--- config.mk ---
export PLATFORM = sky130hd
export DESIGN_NAME = regfile_write_ctrl
export DESIGN_NICKNAME = d
export VERILOG_FILES = /design/src/rtl/regfile_write_ctrl.sv
export SDC_FILE = /design/constraint.sdc
export NUM_CORES = 1
export LEC_CHECK = 0
export CAP_MARGIN = 20
export CORE_MARGIN = 8
export CORE_UTILIZATION = 37
export DETAILED_ROUTE_END_ITERATION = 10
export GPL_TIMING_DRIVEN = 1
export PLACE_DENSITY = 0.76
export SKIP_CTS_REPAIR_TIMING = 1
export SYNTH_ARGS = -nofsm -noshare
export SYNTH_HDL_FRONTEND = slang
export SYNTH_SLANG_ARGS = --single-unit
--- constraint.sdc ---
create_clock -name clk -period 1.7 [get_ports clk]
set_input_delay 0.34 -clock clk [delete_from_list [all_inputs] [get_ports clk]]
set_output_delay 0.34 -clock clk [all_outputs]
set_load 0.02 [all_outputs]
--- src/rtl/regfile_write_ctrl.sv ---
// Single write-port controller for the 32-entry register file: clears x1..x(N-1)
// after reset, then round-robin arbitrates ALU (A) and load (B) writebacks.
module regfile_write_ctrl #(
    parameter int DATA_WIDTH = 32,
    parameter int ADDR_WIDTH = 5
) (
    input  logic                  clk,
    input  logic                  rst,
    input  logic                  a_valid,
    input  logic [ADDR_WIDTH-1:0] a_id,
    input  logic [DATA_WIDTH-1:0] a_data,
    output logic                  a_ready,
    input  logic                  b_valid,
    input  logic [ADDR_WIDTH-1:0] b_id,
    input  logic [DATA_WIDTH-1:0] b_data,
    output logic                  b_ready,
    output logic                  rf_write_en,
    output logic [ADDR_WIDTH-1:0] rf_write_id,
    output logic [DATA_WIDTH-1:0] rf_write_data,
    output logic                  init_done
);

    typedef enum logic {
        INIT = 1'b0,
        RUN  = 1'b1
    } state_e;

    localparam logic [ADDR_WIDTH-1:0] FIRST_ID = ADDR_WIDTH'(1);
    localparam logic [ADDR_WIDTH-1:0] LAST_ID  = '1;
    localparam logic [ADDR_WIDTH-1:0] ZERO_ID  = '0;

    state_e                  state_q;
    logic [ADDR_WIDTH-1:0]   cnt_q;
    logic                    ptr_q;      // 0: A holds priority, 1: B holds priority
    logic                    wr_en_q;
    logic [ADDR_WIDTH-1:0]   wr_id_q;
    logic [DATA_WIDTH-1:0]   wr_data_q;
    logic                    init_done_q;

    logic                    a_acc_s;
    logic                    b_acc_s;
    logic                    wr_take_d;
    logic [ADDR_WIDTH-1:0]   wr_id_d;
    logic [DATA_WIDTH-1:0]   wr_data_d;

    // Ready generation: idle cycles park ready on the priority side
    always_comb begin
        a_ready = 1'b0;
        b_ready = 1'b0;
        if (state_q == RUN) begin
            if (a_valid && b_valid) begin
                a_ready = ~ptr_q;
                b_ready = ptr_q;
            end else if (a_valid) begin
                a_ready = 1'b1;
            end else if (b_valid) begin
                b_ready = 1'b1;
            end else begin
                a_ready = ~ptr_q;
                b_ready = ptr_q;
            end
        end else begin
            a_ready = 1'b0;
            b_ready = 1'b0;
        end
    end

    assign a_acc_s = a_valid & a_ready;
    assign b_acc_s = b_valid & b_ready;

    // Select the accepted write; an id-0 write is consumed without a port write
    always_comb begin
        wr_take_d = 1'b0;
        wr_id_d   = a_id;
        wr_data_d = a_data;
        if (a_acc_s) begin
            wr_take_d = (a_id != ZERO_ID);
            wr_id_d   = a_id;
            wr_data_d = a_data;
        end else if (b_acc_s) begin
            wr_take_d = (b_id != ZERO_ID);
            wr_id_d   = b_id;
            wr_data_d = b_data;
        end else begin
            wr_take_d = 1'b0;
        end
    end

    // Controller FSM with registered write-port outputs
    always_ff @(posedge clk or posedge rst) begin
        if (rst) begin
            state_q     <= INIT;
            cnt_q       <= FIRST_ID;
            ptr_q       <= 1'b0;
            wr_en_q     <= 1'b0;
            wr_id_q     <= '0;
            wr_data_q   <= '0;
            init_done_q <= 1'b0;
        end else begin
            case (state_q)
                INIT: begin
                    wr_en_q   <= 1'b1;
                    wr_id_q   <= cnt_q;
                    wr_data_q <= '0;
                    cnt_q     <= cnt_q + ADDR_WIDTH'(1);
                    if (cnt_q == LAST_ID) begin
                        state_q     <= RUN;
                        init_done_q <= 1'b1;
                    end
                end
                RUN: begin
                    wr_en_q <= wr_take_d;
                    if (wr_take_d) begin
                        wr_id_q   <= wr_id_d;
                        wr_data_q <= wr_data_d;
                    end
                    // Contested grant hands priority to the loser
                    if (a_valid && b_valid) begin
                        ptr_q <= ~ptr_q;
                    end
                end
                default: begin
                    state_q <= INIT;
                    wr_en_q <= 1'b0;
                end
            endcase
        end
    end

    assign rf_write_en   = wr_en_q;
    assign rf_write_id   = wr_id_q;
    assign rf_write_data = wr_data_q;
    assign init_done     = init_done_q;

endmodule

Figure 1. Ports around the boundary (run 1).
Pins as bars across the die edge, other pins in grey.
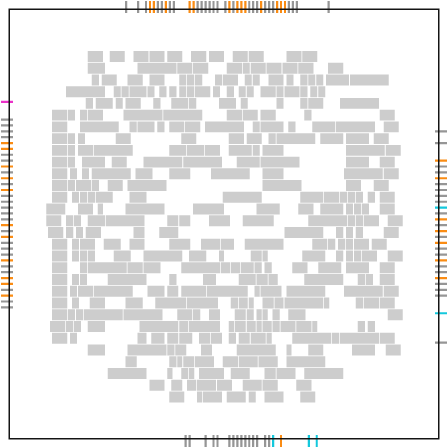
- clk: magenta (pins 1; direction input; edge left)
- rf_write_id: cyan (pins 5; direction output; edge 3 bottom, 2 right)
- b_data: orange (pins 32; direction input; edge 13 top, 11 left, 7 right, 1 bottom)
Die Width: 99.2 µm
# port buffers: 118
die extent in y: 99.2 µm

Figure 2. M4 wires (run 1).
Cells faint in the background.
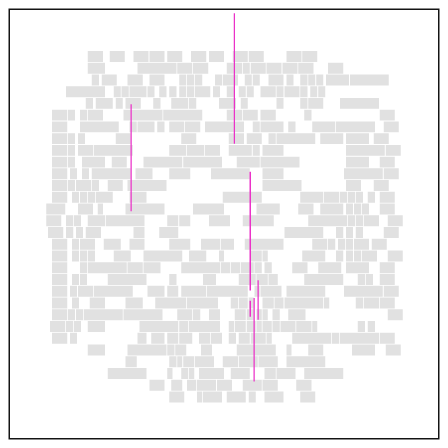
- longest straight run: 29.9 µm
- nets with wire on the layer: 6
- main direction: vertical
- wire length on this layer: 113 µm
via count: 2480
final WL: 8.17 mm

Figure 3. Clock distribution (run 1).
The bar under the picture is 20 µm long.
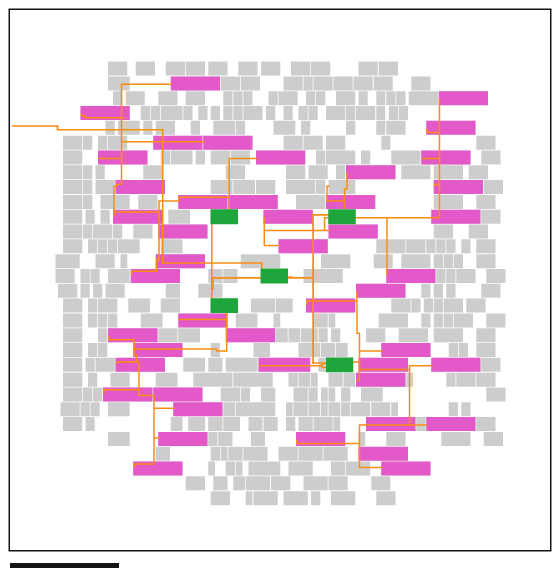
- clock drivers: green (count 5)
- clock wires: orange (length 561 µm)
- flip-flops: magenta (count 46)
- routed clock nets: 6

==> impl_metrics.toml, run 1 <==
# implementation run metrics
[outcome]
status = "complete, no violations"

[layout]
layoutNonFillerInstCount = 462
fin_area_um2 = 4100
drive_gt1_share_pct = 18.8

[clock_network]
cts.sinks = 46
cts_tree = "built"

[yosys]
ys_cells = 260
edf_count = 0
mux_share_pct = 19.2

[power]
power_mw = 4.81

[floorplanning]
core_area_um2 = 6760
rows = 30
floorplan.core_util_pct = 37.9

[detailed_routing]
first_pass_iters = 4
routedWlPerCell_um = 17.7

[sta]
setup_viol = 0
finalCritPeriodShare_pct = 99.8
max_freq_ghz = 0.589
slew_headroom_pct = 75.3

[flow_run]
maxCapViolations = 0

[critical_path]
crit_path_start_kind = "primary input"
crit_path_end_kind = "flip-flop"

[min_path]
hp-class = "in2async"

[global_routing]
grt_pass1_wl_mm = 13.2
==> run 1: layer usage <==
layer  wire length [µm]  track usage, %  share of wire (%)  vias to the layer above
li1                   -               -                  -                     1169
met1               3230            19.1                 39                     1195
met2               4060            28.2                 50                      102
met3                775            5.73                9.5                       14
met4                112            4.31                1.4                        0
met5                  0               0                  0                        -
==> run 1: area by class of cell <==
class                           count  share of cell area [%]
Clock inverter                      1                   0.122
Multi-Input combinational cell    180                    31.3
Clock buffer                        7                    2.11
Tap cell                           80                    2.44
Timing Repair Buffer              140                    35.1
Inverter                            8                   0.733
Sequential cell                    46                    28.1
==> run 1: worst paths after layout <==
check / slack, ps / startpoint / to
max: 3 / b_id[4] / rf_write_data[0]
min: 330 / rst / rf_write_data[19]
max reg2reg: 100 / state_q / rf_write_data[6]
min reg2reg: 460 / init_done / init_done
max in group asynchronous: 950 / rst / rf_write_data[2]
min in group clk: 420 / a_valid / ptr_q
==> run 1: where the power goes <==
group          leakage, nW  switching (mW)  internal (mW)  total (mW)
Sequential           0.549           0.186           1.43        1.61
Combinational         1.23            1.16           1.36        2.52
Clock               0.0482           0.349          0.328       0.677
==> run 1: state kept, by name, indices dropped and copies added (netlist names) <==
signal / cells
cnt_q: 5
init_done: 1
ptr_q: 1
rf_write_data: 32
rf_write_en: 1
rf_write_id: 5
state_q: 1
==> run 1: cell usage in the layout, fill, tap and decap left out, types with 2 or more instances in the layout <==
cell and count:
buf_4 15, a21oi_1 34, clkdlybuf4s50_1 106, buf_6 2, mux2_2 19, nor2_1 3
dfrtp_1 45, nand3_1 33, inv_1 7, dlymetal6s2s_1 11, nand2_1 5, clkbuf_8 6
a21boi_0 4, ha_1 2, mux2_4 16, xnor2_1 4, o21ai_0 38, o22ai_1 4
buf_12 5, mux2i_1 4
==> run 1 -> run 2 <==
--- a/config.mk
+++ b/config.mk
@@ -11,6 +11,7 @@
 export DETAILED_ROUTE_END_ITERATION = 10
 export GPL_TIMING_DRIVEN = 1
 export PLACE_DENSITY = 0.76
+export RECOVER_POWER = 50
 export SKIP_CTS_REPAIR_TIMING = 1
 export SYNTH_ARGS = -nofsm -noshare
 export SYNTH_HDL_FRONTEND = slang
Figure 4. Routing congestion map (run 2).
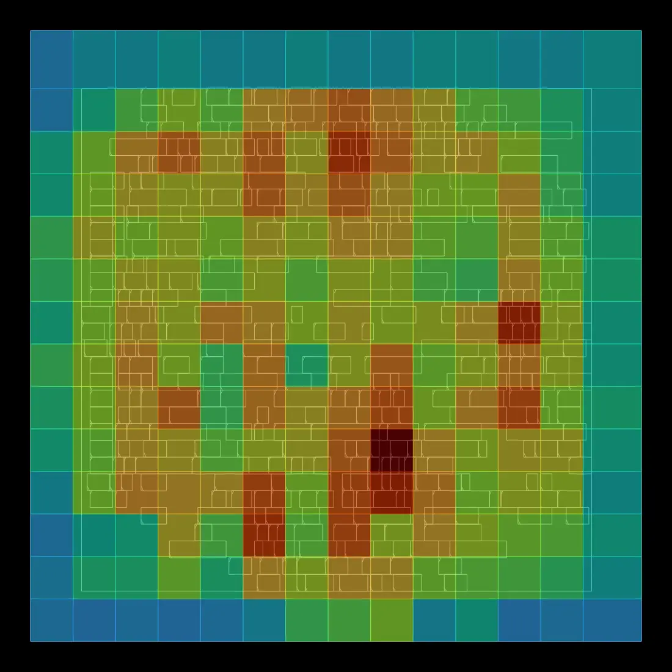
Wirelength per Cell: 17.7 µm
Layout Utilization: 60.1%

==> impl_metrics.toml, run 2 <==
# implementation run metrics
[power]
power.group.top = "combinational logic"
clock_power_share_pct = 14.1
p_seq_mw = 1.61
power_mw = 4.81
p_switching_mw = 1.70
p_leak_nw = 1.81
internal-power_mw = 3.11
clk-power_uw = 677
seq_power_share_pct = 33.6
comb_cell_power_mw = 2.52
swShare_pct = 35.3
power_frac_comb_pct = 52.3

[yosys]
top_cell_area_share_pct = 44.0
edf_count = 0
ys_cells = 260

[critical_path]
cp_data_arrival_time_ps = 1880
reg2reg_from = "state_q"
critPathCapture = "rf_write_data[6]"
crit_path_end_kind = "flip-flop"
rrSetupSlack_ps = 100
critPathLaunch = "a_id[1]"
crit_path_start_kind = "primary input"
reg2reg_to = "rf_write_data[6]"

[detailed_routing]
first_pass_iters = 4
vias = 2472
wirelength_mm = 8.18

[floorplanning]
die_y_um = 99.2
core_area_um2 = 6760
floorplan.core_util_pct = 37.9
rows = 30
die_w_um = 99.2

[outcome]
status = "complete, no violations"

[sta]
finalCritPeriodShare_pct = 99.7
slew_headroom_pct = 63.0
max_freq_ghz = 0.590
setup_viol = 0

[global_routing]
grt_pass1_wl_mm = 13.2
overflow = 0

[clock_network]
cts.sinks = 46
cts_tree = "built"

[flow_run]
maxCapViolations = 0

[layout]
final_common_cell = "clkdlybuf4s50_1"
drive_gt1_share_pct = 18.3
final_layout_top_logic_cells = "clkdlybuf4s50_1, dfrtp_1, o21ai_0"
largest_reg_flops = 32
layoutNonFillerInstCount = 462

[min_path]
hp-class = "in2reg"

[placement]
io_buffers = 118
run 2: cell count changes in the layout (fill, tap and decap cells not counted), sizes merged:
cell	change
clkbuf	+3
dlygate4sd3	+1
clkdlybuf4s50	-1
buf	-3
run 2: final cells by class:
class / instances / area, µm²
Timing Repair Buffer: 140 / 1410
Sequential cell: 46 / 1150
Clock inverter: 1 / 5.00
Clock buffer: 7 / 86.3
Tap cell: 80 / 100
Inverter: 8 / 30.0
Multi-Input combinational cell: 180 / 1280
Fill cell: 590 / 2700
run 2: stage by stage:
step / setup TNS (ps) / setup slack [ps] / area, µm² / hold slack [ps] / utilization (%)
finish: 0 / 5.54 / 4060 / 420 / 60.1
global route: -129 / -13.3 / 4060 / 446 / 60.1
CTS: -13100 / -663 / 4050 / 339 / 59.9
detailed placement: -24870 / -690 / 3960 / 449 / 58.6
global placement: -23860 / -655 / 3960 / 451 / 58.6
floorplan: -695 / -46.7 / 2570 / 460 / -
run 2: logic make-up after synthesis:
group / after synthesis / synth area share [%]
compound gates: 85 / 17.6
xor+xnor: 4 / 1.37
fa+ha+maj: 2 / 0.978
buf+inv: 34 / 5.92
flops: 46 / 45.0
mux: 39 / 19.2
simple gates: 50 / 9.98
run 2: worst min path at each step:
stage          startpoint           endpoint  slack, ps  cells after the start
2_1_floorplan    cnt_q[3]           cnt_q[3]        460                      1
3_3_place_gp    init_done          init_done        450                      1
3_5_place_dp    init_done          init_done        450                      1
4_1_cts               rst  rf_write_data[19]        340                      2
5_1_grt           a_valid              ptr_q        450                      3
6_report          a_valid              ptr_q        420                      3
run 2: routing by layer:
metal / share of wire [%] / track usage, % / vias to the layer above
met5: 0 / 0 / -
met4: 1.2 / 4.31 / 0
met3: 9.0 / 5.73 / 11
met2: 50 / 28.2 / 94
met1: 40 / 19.1 / 1199
li1: - / - / 1168
Power is estimated from default activity; no workload was simulated.
